===== src/rtl/irq_ctrl_pkg.sv =====
// irq_ctrl_pkg: register offsets, the "no vector" code and the vector encoder
// shared by the interrupt controller.
package irq_ctrl_pkg;

   localparam logic [2:0] REG_STATUS  = 3'd0;
   localparam logic [2:0] REG_PENDING = 3'd1;
   localparam logic [2:0] REG_MASK    = 3'd2;
   localparam logic [2:0] REG_MODE    = 3'd3;
   localparam logic [2:0] REG_VECTOR  = 3'd4;

   localparam logic [7:0] VECTOR_NONE = 8'h80;

   // Lowest set index in bits [2:0], or VECTOR_NONE when nothing is active.
   function automatic logic [7:0] vec_encode(input logic [7:0] act);
      logic [7:0] v;
      v = VECTOR_NONE;
      for (int i = 7; i >= 0; i--) begin
         if (act[i]) v = 8'(i);
      end
      return v;
   endfunction

endpackage


===== src/rtl/irq_sync.sv =====
// irq_sync: two-flop synchronizer for one active-low interrupt source plus a
// rising-edge detect on the active-high synchronized level.
//   clock    in  system clock
//   reset_n  in  asynchronous active-low reset
//   i_src_n  in  raw active-low request
//   o_level  out synchronized level (s2), 1 = active
//   o_rise   out one-cycle pulse while s2 has just gone 0 -> 1
module irq_sync (
   input  logic clock,
   input  logic reset_n,
   input  logic i_src_n,
   output logic o_level,
   output logic o_rise
);

   logic r_s1;
   logic r_s2;
   logic r_s2_prev;

   always_ff @(posedge clock or negedge reset_n) begin
      if (!reset_n) begin
         r_s1      <= 1'b0;
         r_s2      <= 1'b0;
         r_s2_prev <= 1'b0;
      end else begin
         r_s1      <= ~i_src_n;
         r_s2      <= r_s1;
         r_s2_prev <= r_s2;
      end
   end

   assign o_level = r_s2;
   // r_s2_prev resets to 0, so a source active across reset release still
   // produces one rise once it propagates through s1/s2.
   assign o_rise  = r_s2 & ~r_s2_prev;

endmodule


===== src/rtl/irq_ctrl.sv =====
// irq_ctrl: interrupt controller with per-source level/edge mode, pending,
// mask and priority vector registers, and a registered active-low CPU IRQ.
//   clock      in  system clock
//   reset_n    in  asynchronous active-low reset
//   irq_src_n  in  N_SRC active-low asynchronous requests
//   bus_stb    in  one-cycle strobe per register access
//   rw         in  1 = read, 0 = write
//   addr       in  register offset
//   wdata      in  write data
//   rdata      out read data, combinational from registered state
//   irq_n      out registered active-low interrupt request
module irq_ctrl
   import irq_ctrl_pkg::*;
#(
   parameter int unsigned N_SRC = 6
) (
   input  logic             clock,
   input  logic             reset_n,
   input  logic [N_SRC-1:0] irq_src_n,
   input  logic             bus_stb,
   input  logic             rw,
   input  logic [2:0]       addr,
   input  logic [7:0]       wdata,
   output logic [7:0]       rdata,
   output logic             irq_n
);

   // Bits at and above N_SRC are forced to zero everywhere.
   localparam logic [8:0] SRC_TOP  = 9'd1 << N_SRC;
   localparam logic [7:0] SRC_MASK = SRC_TOP[7:0] - 8'd1;

   logic [N_SRC-1:0] w_level;
   logic [N_SRC-1:0] w_rise;
   logic [7:0]       w_level8;
   logic [7:0]       w_rise8;
   logic [7:0]       w_w1c;
   logic [7:0]       w_mode_chg;
   logic [7:0]       w_pending_d;
   logic             w_wr;
   logic             w_mask_wr;
   logic             w_mode_wr;

   logic [7:0] r_pending;
   logic [7:0] r_mask;
   logic [7:0] r_mode;
   logic       r_irq_n;

   for (genvar gi = 0; gi < N_SRC; gi++) begin : g_sync
      irq_sync u_sync (
         .clock   (clock),
         .reset_n (reset_n),
         .i_src_n (irq_src_n[gi]),
         .o_level (w_level[gi]),
         .o_rise  (w_rise[gi])
      );
   end

   always_comb begin
      w_level8              = 8'h00;
      w_rise8               = 8'h00;
      w_level8[N_SRC-1:0]   = w_level;
      w_rise8[N_SRC-1:0]    = w_rise;

      w_wr       = bus_stb & ~rw;
      w_mask_wr  = w_wr && (addr == REG_MASK);
      w_mode_wr  = w_wr && (addr == REG_MODE);
      w_w1c      = (w_wr && (addr == REG_PENDING)) ? (wdata & SRC_MASK) : 8'h00;
      w_mode_chg = w_mode_wr ? ((wdata & SRC_MASK) ^ r_mode) : 8'h00;

      w_pending_d = 8'h00;
      for (int i = 0; i < 8; i++) begin
         if (w_mode_chg[i]) begin
            w_pending_d[i] = 1'b0;
         end else if (r_mode[i]) begin
            // Set wins over a same-cycle W1C.
            w_pending_d[i] = w_rise8[i] | (r_pending[i] & ~w_w1c[i]);
         end else begin
            w_pending_d[i] = w_level8[i];
         end
      end
      w_pending_d = w_pending_d & SRC_MASK;
   end

   always_ff @(posedge clock or negedge reset_n) begin
      if (!reset_n) begin
         r_pending <= 8'h00;
         r_mask    <= 8'h00;
         r_mode    <= 8'h00;
         r_irq_n   <= 1'b1;
      end else begin
         r_pending <= w_pending_d;
         if (w_mask_wr) r_mask <= wdata & SRC_MASK;
         if (w_mode_wr) r_mode <= wdata & SRC_MASK;
         r_irq_n   <= ~|(r_pending & r_mask);
      end
   end

   always_comb begin
      unique case (addr)
         REG_STATUS:  rdata = w_level8;
         REG_PENDING: rdata = r_pending;
         REG_MASK:    rdata = r_mask;
         REG_MODE:    rdata = r_mode;
         REG_VECTOR:  rdata = vec_encode(r_pending & r_mask);
         default:     rdata = 8'h00;
      endcase
   end

   assign irq_n = r_irq_n;

endmodule


===== config.mk =====
export PLATFORM = sky130hd
export DESIGN_NAME = irq_ctrl
export DESIGN_NICKNAME = d
export VERILOG_FILES = /design/src/rtl/irq_ctrl_pkg.sv /design/src/rtl/irq_sync.sv /design/src/rtl/irq_ctrl.sv
export SDC_FILE = /design/constraint.sdc
export NUM_CORES = 1
export LEC_CHECK = 0
export CAP_MARGIN = 10
export CORE_MARGIN = 2
export CORE_UTILIZATION = 45
export CTS_CLUSTER_SIZE = 40
export DETAILED_ROUTE_END_ITERATION = 8
export PLACE_DENSITY = 0.74
export SLEW_MARGIN = 30
export SYNTH_ARGS = -nofsm -noshare
export SYNTH_HDL_FRONTEND = slang
export SYNTH_HIERARCHICAL = 1
export SYNTH_SLANG_ARGS = --single-unit

===== constraint.sdc =====
create_clock -name clock -period 1.7 [get_ports clock]
set_clock_uncertainty 0.15 [all_clocks]
set_input_delay 0.255 -clock clock [delete_from_list [all_inputs] [get_ports clock]]
set_output_delay 0.255 -clock clock [all_outputs]
set_load 0.005 [all_outputs]

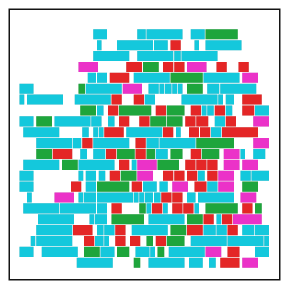
Fig. 1. Drive-strength map (run 1).
Scale: 4 px per um.
- cyan: _0 and _1 cells (cells 122; most used dfrtp_1)
- red: _3 and _4 cells (cells 62; most used buf_4)
- green: _2 cells (cells 34; most used mux2_2)
- magenta: _6 and larger (cells 19; most used buf_6)
Setup WS post-layout: -0.236 ns
post-route cell area: 2710 um^2
area grow syn2layout: 50.5%
nonclk buf count: 85

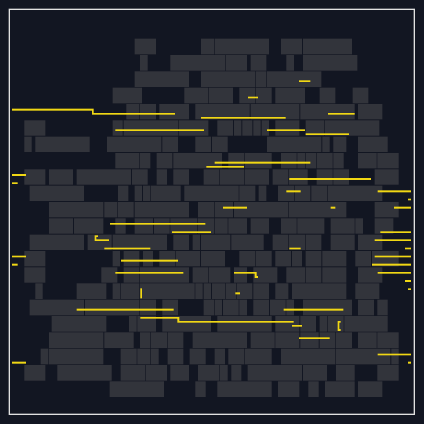
Fig. 2. Signal wires on met3 (run 1).
Scale: 6 px per um. Cells faint in the background.
- longest straight run: 19.1 um
- main direction: horizontal
- nets with wire on the layer: 40
- wire length on this layer: 286 um
- share of all routed wire: 5.8%
DR vias: 1609
final WL: 4.93 mm
global routing usage on met3: 6.17%

==> results.ini, run 1 <==
[outcome]
status = finished, violations left
failed_checks = setup timing

[final_layout]
seq_share_pct = 34.2
final_core_utilization_pct = 72.4
nonClockInverterCount = 13
instances_no_fill = 285

[pwr]
power-top-group = sequential cells
pg_seq_mw = 1.12
p_leak_nw = 1.30
p_switching_mw = 0.768
p_per_area_nw_per_um2 = 982
combPwrFrac_pct = 35.8
clock_power_share_pct = 22.3
combinationalPower_mw = 0.954

[global_routing]
grt_use_total_pct = 23.4
grt_util_met2_pct = 42.9

[floorplan]
num_tap_cells = 48
die_height_um = 67.3
core_area_um2 = 3740

[sta]
setup_viol = 7
worst_slack_ns = -0.236
fin_crit_ns = 1.94
rsz0062_at_grt = yes

[worst_setup_path]
reg2reg_slack_ns = 0.19
start_kind = flop
critical_path_class = reg -> out
crit_path_max_fanout = 3
cp-end-kind = primary output
cp_num_buf_inv = 1
worstSetupEndpoint = rdata[0]

[placement]
dp_hpwl_mm = 3.09
place_congestion = 0.817

[yosys]
top_logic_kind = multiplexers
avgSynthCellArea_um2 = 12.0
synthesis.area_um2 = 1800
ys_seq_elements = 37

[clock_network]
cts_root_buf = clkbuf_8
cts_tree = built

[detailed_routing]
firstDrtPassIters = 4
wl_met2_mm = 2.65

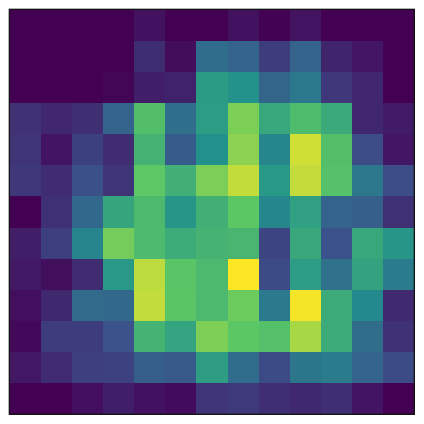
Fig. 3. Wire density map (run 1).
Scale: 6 px per um. 13 x 13 tiles, from dark purple (low) to yellow (high), scaled to the fullest tile. Values are wire area over tile area, all layers added.
- mean over tiles: 0.17
- tiles over half the peak: 33%
- nearly empty tiles: 14%
- fullest tile: 0.52
- emptiest ninth of the die: north-west
- densest ninth of the die: centre

--- run 2 (diff from run 1) ---
- CTS_CLUSTER_DIAMETER: not set -> 80
- PLACE_DENSITY: 0.74 -> not set
- PLACE_DENSITY_LB_ADDON: not set -> 0.12
==> run 2 against run 1 <==
Compared with the run above:
- the run still ends with setup timing left
- first-iteration DRC count shrank 47%
- register-to-register slack lost 0.15 ns
- fmax grew 0.69%
- worst hold slack gained 0.0081 ns
- critical endpoint is now rdata[2]
- largest power group unchanged
- sequential share of layout area grew 0.29 points
- synthesized cell count is the same
- global-route usage grew 0.67 points
- die size is the same
- wire length shrank 6.6%
- count of clock-buffer cells in the layout is the same
- area after synthesis is the same
==> results.ini, run 2 <==
[outcome]
status = finished, violations left
failed_checks = setup timing

[worst_setup_path]
critical_path_class = reg -> out
worstSetupEndpoint = rdata[2]
cp_num_buf_inv = 3
start_kind = flop
reg2reg_slack_ns = 0.04

[pwr]
p_per_area_nw_per_um2 = 1000
power-top-group = sequential cells
pg_seq_mw = 1.13
clock_power_share_pct = 21.9

[floorplan]
num_tap_cells = 48
die_height_um = 67.3
core_area_um2 = 3740

[final_layout]
instances_no_fill = 277
seq_share_pct = 34.5
nonClockInverterCount = 13
syn_to_final_growth_pct = 49.2
buffers = 77
final_core_utilization_pct = 71.8
fin_area_um2 = 2690

[detailed_routing]
firstDrtPassIters = 4

[sta]
setup_viol = 7
rsz0062_at_grt = yes
worst_slack_ns = -0.223

[yosys]
synthesis.area_um2 = 1800
avgSynthCellArea_um2 = 12.0
ys_seq_elements = 37

[placement]
place_congestion = 0.796

[global_routing]
grt_util_met2_pct = 41.0
met3_usage_pct = 6.67

[clock_network]
cts_root_buf = clkbuf_8
cts_tree = built

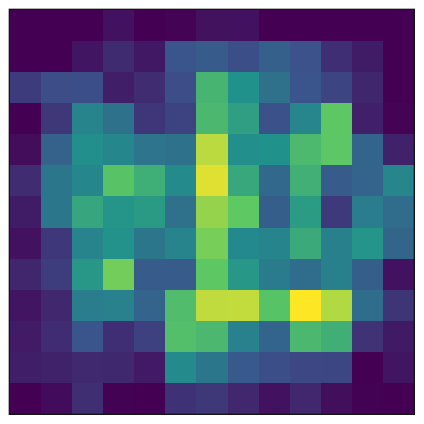
Fig. 4. Wire density map (run 2).
Scale: 6 px per um. 13 x 13 tiles, from dark purple (low) to yellow (high), scaled to the fullest tile. Values are wire area over tile area, all layers added.
mean routed wirelength per cell: 16.6 um
DR vias: 1550
GRT Total Usage: 24.1%
final WL: 4.60 mm

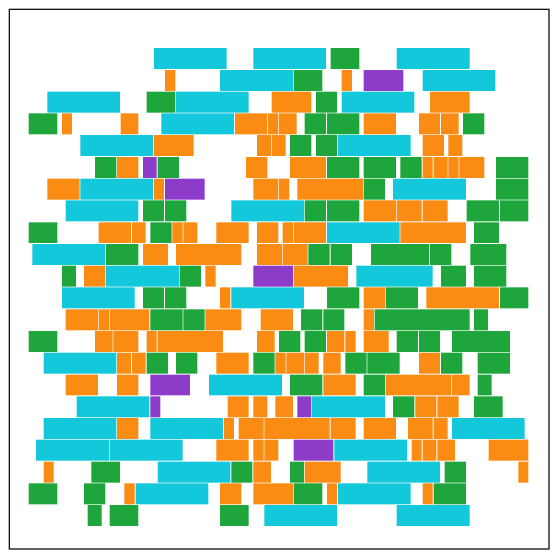
Fig. 5. Placement by cell class (run 2).
Scale: 8 px per um.
- cyan: flops (cells 37)
- purple: clock drivers and dummy loads (cells 8)
- orange: combinational and other logic (cells 107)
- green: other buffers and delay cells (cells 77)

Power figures rest on the tool's default switching activity, not on a simulated workload.
